`config.mk`:
```
export PLATFORM = sky130hd
export DESIGN_NAME = i2s_rx
export DESIGN_NICKNAME = d
export VERILOG_FILES = /design/src/rtl/i2s_rx.sv
export SDC_FILE = /design/constraint.sdc
export NUM_CORES = 1
export LEC_CHECK = 0
export CORE_ASPECT_RATIO = 0.8
export CORE_MARGIN = 2
export CORE_UTILIZATION = 50
export CTS_CLUSTER_SIZE = 30
export DETAILED_ROUTE_END_ITERATION = 7
export GPL_TIMING_DRIVEN = 1
export HOLD_SLACK_MARGIN = 0.08
export PLACE_DENSITY = 0.77
export SLEW_MARGIN = 30
export SYNTH_ARGS = -nofsm -noshare
export SYNTH_HDL_FRONTEND = slang
export SYNTH_SLANG_ARGS = --single-unit
export TNS_END_PERCENT = 1
```
`constraint.sdc`:
```
create_clock -name clk -period 4.4 [get_ports clk]
set_clock_uncertainty 0.1 [all_clocks]
set_input_delay 0.88 -clock clk [delete_from_list [all_inputs] [get_ports clk]]
set_output_delay 0.88 -clock clk [all_outputs]
set_load 0.01 [all_outputs]
```
`src/rtl/i2s_rx.sv`:
```
// I2S receiver: oversamples bck/lrck/data in the clk domain and assembles
// MSB-first words into left/right sample pairs with a one-cycle valid strobe.
module i2s_rx #(
  parameter int DATA_W = 24,
  parameter int CNT_W  = 6
) (
  input  logic              clk,
  input  logic              rst,
  input  logic              i2s_bck,
  input  logic              i2s_lrck,
  input  logic              i2s_data,
  output logic [DATA_W-1:0] left_data,
  output logic [DATA_W-1:0] right_data,
  output logic              sample_valid,
  output logic              slot_err,
  output logic              locked
);

  logic bck_s1_q, bck_s1_d, bck_s2_q, bck_s2_d, bck_s3_q, bck_s3_d;
  logic lrck_s1_q, lrck_s1_d, lrck_s2_q, lrck_s2_d;
  logic data_s1_q, data_s1_d, data_s2_q, data_s2_d;

  logic              lr_last_q, lr_last_d;
  logic [CNT_W-1:0]  bit_cnt_q, bit_cnt_d;
  logic [DATA_W-1:0] shreg_q, shreg_d;
  logic              have_left_q, have_left_d;
  logic              locked_q, locked_d;
  logic [DATA_W-1:0] left_hold_q, left_hold_d;
  logic [DATA_W-1:0] left_data_q, left_data_d;
  logic [DATA_W-1:0] right_data_q, right_data_d;
  logic              sample_valid_q, sample_valid_d;
  logic              slot_err_q, slot_err_d;

  logic              bck_rise;
  logic [DATA_W-1:0] word_next;
  logic [CNT_W-1:0]  bit_cnt_inc;
  logic              short_slot;

  assign bck_rise = bck_s2_q & ~bck_s3_q;

  always_comb begin
    // NOTE: every signal gets a default before any branch so no latch is inferred.
    bck_s1_d       = i2s_bck;
    bck_s2_d       = bck_s1_q;
    bck_s3_d       = bck_s2_q;
    lrck_s1_d      = i2s_lrck;
    lrck_s2_d      = lrck_s1_q;
    data_s1_d      = i2s_data;
    data_s2_d      = data_s1_q;
    lr_last_d      = lr_last_q;
    bit_cnt_d      = bit_cnt_q;
    shreg_d        = shreg_q;
    have_left_d    = have_left_q;
    locked_d       = locked_q;
    left_hold_d    = left_hold_q;
    left_data_d    = left_data_q;
    right_data_d   = right_data_q;
    sample_valid_d = 1'b0;
    slot_err_d     = 1'b0;

    // Bits beyond DATA_W are dropped, so long slots keep only their top bits.
    word_next = shreg_q;
    for (int i = 0; i < DATA_W; i++) begin
      if (int'(bit_cnt_q) == DATA_W - 1 - i) word_next[i] = data_s2_q;
    end
    bit_cnt_inc = (bit_cnt_q == '1) ? bit_cnt_q : bit_cnt_q + CNT_W'(1);
    short_slot  = (int'(bit_cnt_q) + 1) < DATA_W;

    if (bck_rise) begin
      if (lrck_s2_q == lr_last_q) begin
        shreg_d   = word_next;
        bit_cnt_d = bit_cnt_inc;
      end else begin
        // One-bit I2S delay: this bit is the LSB of the slot that just ended.
        if (locked_q) begin
          if (!lr_last_q) begin
            left_hold_d = word_next;
            have_left_d = 1'b1;
          end else if (have_left_q) begin
            left_data_d    = left_hold_q;
            right_data_d   = word_next;
            sample_valid_d = 1'b1;
            have_left_d    = 1'b0;
          end
          slot_err_d = short_slot;
        end else begin
          locked_d = 1'b1;
        end
        shreg_d   = '0;
        bit_cnt_d = '0;
        lr_last_d = lrck_s2_q;
      end
    end
  end

  always_ff @(posedge clk) begin
    // NOTE: state is updated with non-blocking assignments so every flop sees pre-edge values.
    if (rst) begin
      bck_s1_q       <= 1'b0;
      bck_s2_q       <= 1'b0;
      bck_s3_q       <= 1'b0;
      lrck_s1_q      <= 1'b0;
      lrck_s2_q      <= 1'b0;
      data_s1_q      <= 1'b0;
      data_s2_q      <= 1'b0;
      lr_last_q      <= 1'b0;
      bit_cnt_q      <= '0;
      shreg_q        <= '0;
      have_left_q    <= 1'b0;
      locked_q       <= 1'b0;
      left_hold_q    <= '0;
      left_data_q    <= '0;
      right_data_q   <= '0;
      sample_valid_q <= 1'b0;
      slot_err_q     <= 1'b0;
    end else begin
      bck_s1_q       <= bck_s1_d;
      bck_s2_q       <= bck_s2_d;
      bck_s3_q       <= bck_s3_d;
      lrck_s1_q      <= lrck_s1_d;
      lrck_s2_q      <= lrck_s2_d;
      data_s1_q      <= data_s1_d;
      data_s2_q      <= data_s2_d;
      lr_last_q      <= lr_last_d;
      bit_cnt_q      <= bit_cnt_d;
      shreg_q        <= shreg_d;
      have_left_q    <= have_left_d;
      locked_q       <= locked_d;
      left_hold_q    <= left_hold_d;
      left_data_q    <= left_data_d;
      right_data_q   <= right_data_d;
      sample_valid_q <= sample_valid_d;
      slot_err_q     <= slot_err_d;
    end
  end

  assign left_data    = left_data_q;
  assign right_data   = right_data_q;
  assign sample_valid = sample_valid_q;
  assign slot_err     = slot_err_q;
  assign locked       = locked_q;

endmodule

```
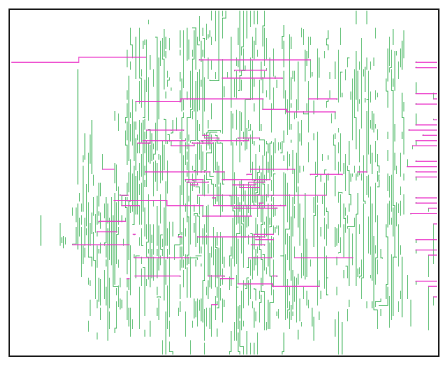
*Signal wires by layer, run 1*
Only two layers are drawn.
- magenta: M3 (wire length 655 um)
- green: M2 (wire length 5110 um)

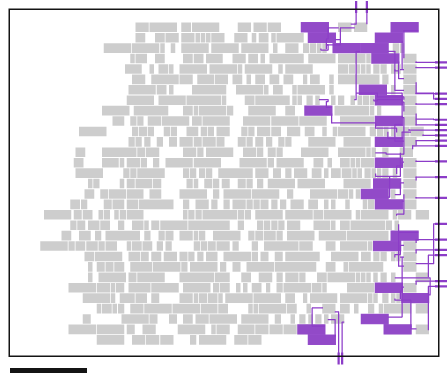
*Nets reached from selected ports, run 1*
Scale bar: 20 um.
- purple: left_data (bits 24; direction output; edge 20 east, 2 south, 2 north; end cells 24; buffers 24; wire 480 um)

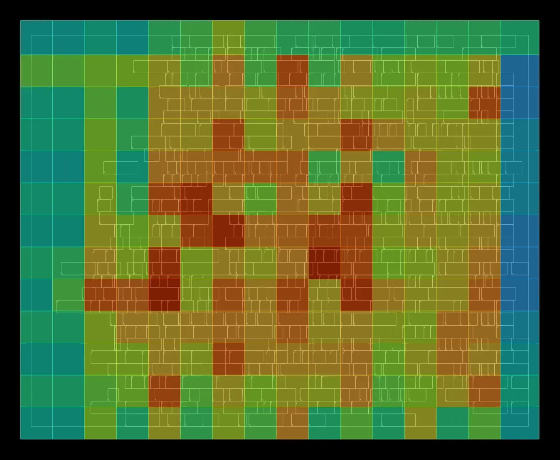
*Routing congestion map, run 1*
met3 usage: 5.60%
Routed WL per cell: 16.2 um

==> flow_summary.ini, run 1 <==
; implementation run metrics
[clock_network]
clock_sinks = 114
worst_skew_pair.late_latency_ns = 0.41
cts_setup_buffers = 0
cts_made_buffers = 17
ctsRootBufferMaster = sky130_fd_sc_hd__clkbuf_16

[cells_and_area]
antenna_cells_inserted = 0
comb.multi_input.count = 356
nets = 563
non_clock_buffer_instance_count_of_the_final_layout = 59
area_growth_syn_to_layout_pct = 23.8
most-common-layout-cells = sky130_fd_sc_hd__dfxtp_1 (114), sky130_fd_sc_hd__nor2_1 (54), sky130_fd_sc_hd__nand2_1 (54), sky130_fd_sc_hd__clkdlybuf4s50_1 (54), sky130_fd_sc_hd__o21ai_0 (51)
clkbuf_count = 17
layout.area.seq_um2 = 2280
sh_seq_area_pct = 39.7
fin_util_pct = 63.6

[global_route]
wire_length_of_the_first_global_routing_pass_um = 18300
grt_start_max_net_pins = 73
grt_pass1_vias = 3676
grt_remaining_overflow = 0
globalRouteMet1Util_pct = 30.4
track_usage_pct = 22.2

[sta]
finalCriticalPeriod_ns = 2.61
slew-limit-headroom_pct = 34.9
fin_worst_hold_slack_ns = 0.347
maxSlewViolCount = 0
final-setup-viol-count = 0
maxClockFrequency_mhz = 384
worst-slew-pin-transition_ns = 0.973

[yosys]
yosysWarningCount = 0
ys_ff = 114
synthSimpleGateAreaFrac_pct = 15.6
netlist_top_cells_area = sky130_fd_sc_hd__dfxtp_1 (49%), sky130_fd_sc_hd__a211oi_1 (7.6%), sky130_fd_sc_hd__o21ai_0 (5.5%)
synth.yosys.chip_area_um2 = 4640
number_of_cells_in_the_yosys_synthesis_report = 527
ys_sh_xor_pct = 0.377
synthMuxAreaShare_pct = 5.39
syn-mean-instance-area_um2 = 8.81
synth.comb.largest_family = AND-OR/OR-AND gates
synth_dominant_cell_count = sky130_fd_sc_hd__dfxtp_1

[floorplan]
tapcell.inserted = 115
chipWidth_um = 112
fp-row-count = 31

[pwr]
combinationalPower_mw = 0.0456
power.switching_fraction_pct = 21.5
netSwitchingPower_mw = 0.548
power.sequential.fraction_pct = 40.8
powerSeq_mw = 1.04
cellPowerDensity_nw_per_um2 = 444
clock_net_power_mw = 1.46
power_report.internal_total_mw = 2.00
vdd_ir_drop_max_mv = 0.352

[place]
dpl_cell_area_um2 = 5100
globalplace.congestion = 0.801
port_buffers = 55
dpl.cell_count = 648
place_hpwl_um = 6550

[worst_setup_path]
critical_path.cell_chain = inv_1 -> ha_1 -> and4bb_4 -> nand3_1 -> nand2_1 -> a21oi_1
critical_path.slowest_cell = sky130_fd_sc_hd__nand3_1
crit_path_start = lr_last_q
worst_setup_path_end_kind = flip-flop
ff2ff_setup_slack_ns = 1.79
worst_r2r_path_depth = 6
worstPathArrival_ns = 2.77
worst-path-max-fanout = 25
critical-path-top-delay-family = simple AND/OR/NAND/NOR gates
critPathBufInv = 1

[status]
run_status = complete, no violations

[routing]
detail_route.wirelength_um = 11000
firstDrtPassIters = 5
route.met2.wl_um = 5110
maxUsedRoutingLayer = met4
detail_route.wirelength.met1_um = 5100
routed-via-count = 3967

[worst_hold_path]
hold_path_class = reg2reg
worst_hold_startpoint = bck_s1_q
### M1 wires, run 1

Scale bar: 20 um. Supply wires on this layer in grey.
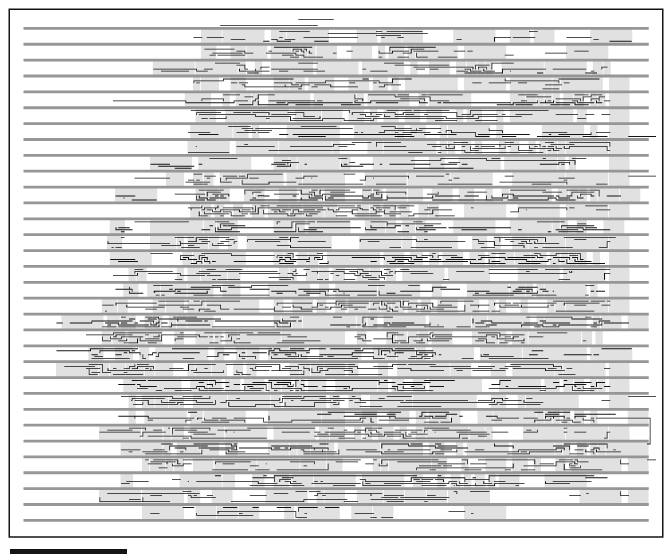

==> inputs of run 2 (changes only) <==
==> constraint.sdc (replaced) <==
create_clock -name clk -period 2.6 [get_ports clk]
set_clock_uncertainty 0.1 [all_clocks]
set_input_delay 0.52 -clock clk [delete_from_list [all_inputs] [get_ports clk]]
set_output_delay 0.52 -clock clk [all_outputs]
set_load 0.01 [all_outputs]
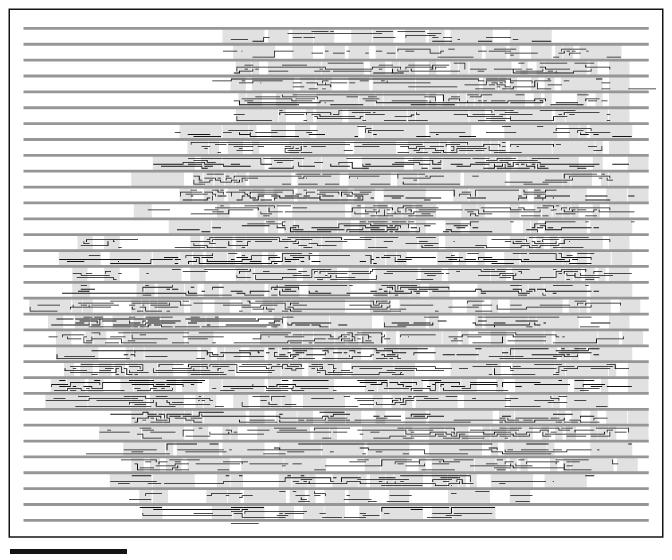
*M1 wires, run 2*
Scale bar: 20 um. Supply wires on this layer in grey.
- wire length on this layer: 5190 um
- main direction: horizontal
- longest straight run: 47.4 um
- share of all routed wire: 48%

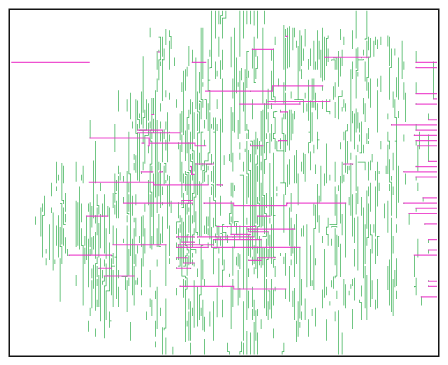
*Signal wires by layer, run 2*
Only two layers are drawn.
- green: M2 (wire length 4910 um)
- magenta: M3 (wire length 590 um)

==> run 2 against run 1 <==
Compared with the run above:
- non-clock buffer count up 9
- register-to-register slack worse by 1.5 ns
- core utilization up 0.21 points
- synthesized cell count unchanged
- clock power up 58%
- sequential share of layout area down 0.13 points
- clock-buffer cell count up 1
- maximum frequency up 15%
- worst hold slack better by 0.0019 ns
- critical path depth up 1
- critical endpoint is now right_data[5]
==> flow_summary.ini, run 2 <==
; implementation run metrics
[routing]
route.met2.wl_um = 4910
dr.first_iter.drc_count = 310
firstDrtPassIters = 7
viasPerCell = 5.70
wl_per_cell_um = 15.7
ant_nets = 0
detail_route.wirelength_um = 10800
maxUsedRoutingLayer = met4
detail_route.wirelength.met1_um = 5190
routed-via-count = 3934
post-route-drc-count = 0
met3_length_um = 590

[global_route]
grt_pass1_vias = 3673
met2_usage_pct = 33.6
wire_length_of_the_first_global_routing_pass_um = 18200
gr-usage-met3_pct = 6.81
grt_remaining_overflow = 0
grt_start_max_net_pins = 83
track_usage_pct = 22.1
antenna_violations_before_repair = 0
globalRouteMet1Util_pct = 29.8

[cells_and_area]
most-common-layout-cells = sky130_fd_sc_hd__dfxtp_1 (114), sky130_fd_sc_hd__nor2_1 (55), sky130_fd_sc_hd__nand2_1 (54), sky130_fd_sc_hd__clkdlybuf4s50_1 (54), sky130_fd_sc_hd__o21ai_0 (51)
comb-cell-share_pct = 36.0
layout.area.seq_um2 = 2280
antenna_cells_inserted = 0
share_of_post_route_cells_with_drive_strength_above_1_pct = 9.74
finalNonFillerCells = 690
final.signal_inverter_count = 5
area_growth_syn_to_layout_pct = 24.2
n_fill_cell = 716
fin_util_pct = 63.8
logic_area_um2 = 2080
sh_seq_area_pct = 39.6
nets = 572
clkbuf_count = 18
non_clock_buffer_instance_count_of_the_final_layout = 68
most_common_library_cell_in_the_layout_ignoring_fill_and_taps = sky130_fd_sc_hd__dfxtp_1
comb.multi_input.count = 356

[pwr]
combinationalPower_mw = 0.0840
power.switching_fraction_pct = 22.3
clock_net_power_mw = 2.30
power-top-group = the clock network
finalPower_mw = 4.15
combinationalPowerShare_pct = 2.0
power_report.internal_total_mw = 3.22
netSwitchingPower_mw = 0.925
cellPowerDensity_nw_per_um2 = 719
power.sequential.fraction_pct = 42.4
powerSeq_mw = 1.76
p_clk_share_pct = 55.6
power.static_leakage_nw = 2.05
vdd_ir_drop_max_mv = 0.474

[yosys]
netlist_top_cells_area = sky130_fd_sc_hd__dfxtp_1 (49%), sky130_fd_sc_hd__a211oi_1 (7.6%), sky130_fd_sc_hd__o21ai_0 (5.5%)
synth_top_area_share_pct = 49.2
aoi_share_pct = 22.0
yosysWarningCount = 0
ys_ff = 114
synthMuxAreaShare_pct = 5.39
ys_sh_xor_pct = 0.377
postSynthSeqShare_pct = 49.2
cell_type_contributing_the_most_total_cell_area_after_synthesis = sky130_fd_sc_hd__dfxtp_1
synth_adder_area_share_pct = 1.35
syn-mean-instance-area_um2 = 8.81
synth.comb.largest_family = AND-OR/OR-AND gates
synthSimpleGateAreaFrac_pct = 15.6
synth_cells = 527
number_of_cells_in_the_yosys_synthesis_report = 527
synth.yosys.chip_area_um2 = 4640
library_cells_used_by_synthesis = 35
ys_dominant_reg_cell = sky130_fd_sc_hd__dfxtp_1
synth_dominant_cell_count = sky130_fd_sc_hd__dfxtp_1
post_synth_instance_area_um2 = 4640
synthArstFlopShare_pct = 0

[worst_setup_path]
worstSetupPathType = reg2reg
critPathBufInv = 2
ff2ff_setup_slack_ns = 0.33
worstSetupPathDepth = 7
worstPathArrival_ns = 2.48
critPathMaxStageDelay_ns = 0.39
capturing_instance_or_port_of_the_critical_path = right_data[5]
crit_path_start = lr_last_q
worst_setup_path_end_kind = flip-flop
worst_ep_required_time_ns = 2.81
critical_path.cell_chain = inv_1 -> ha_1 -> and4bb_4 -> and3_2 -> buf_12 -> nor2_1 -> a211oi_1
worst_r2r_path_depth = 7
r2r_path_start = lr_last_q
critical-path-top-delay-family = simple AND/OR/NAND/NOR gates
r2r-end = right_data[5]
worst-path-max-fanout = 72
critical_path.slowest_cell = sky130_fd_sc_hd__dfxtp_1
crit_path_start_kind = flip-flop

[sta]
slew-limit-headroom_pct = 45.2
finalWorstSetupSlack_ns = 0.325
maxClockFrequency_mhz = 440
final_min_period_over_clock_period_pct = 87.5
worst-slew-pin-transition_ns = 0.822
finalCriticalPeriod_ns = 2.27
rsz_0062_raised_after_global_routing = false
maxSlewViolCount = 0
finalSetupTns_ns = 0
final-setup-viol-count = 0
fin_worst_hold_slack_ns = 0.349

[worst_hold_path]
worst_hold_startpoint = bck_s1_q
hold_path_class = reg2reg

[floorplan]
initial_utilization_pct = 51.4
fp-row-count = 31
tapcell.inserted = 115
core_um2 = 9040
design.portCount = 56
chipWidth_um = 112
dieArea_um2 = 10100

[place]
port_buffers = 55
dpl.cell_count = 658
place_hpwl_um = 6740
globalplace.congestion = 0.830
dpl_worst_slack_ns = 0.414
dpl_cell_area_um2 = 5180

[clock_network]
cts_tree = done
cts_setup_buffers = 0
clk_transition_reported_paths_ns = 0.06
cts_made_buffers = 17
worst_skew_pair.late_latency_ns = 0.41
clock_sinks = 114
cts_resized = 0
cts_max_path_buffers = 2
post_cts_hold_buffer_count = 0
ctsRootBufferMaster = sky130_fd_sc_hd__clkbuf_16
clock_tree.htree_level_count = 4

[job]
tool_warnings = 29
cap_violations = 0

[status]
run_status = complete, no violations
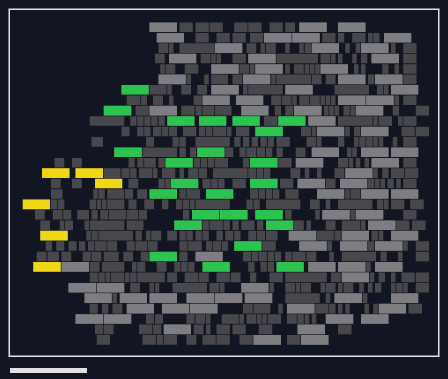
*Sequential cells grouped by signal name, run 2*
Scale bar: 20 um. Other sequential cells in the stronger grey, the rest of the logic in the fainter grey.
- green: shreg_q (sequential cells 24; where centre)
- yellow: bit_cnt_q (sequential cells 6; where west)
- not coloured: 84

No activity file was given, so power comes from the tool's default toggle rates.
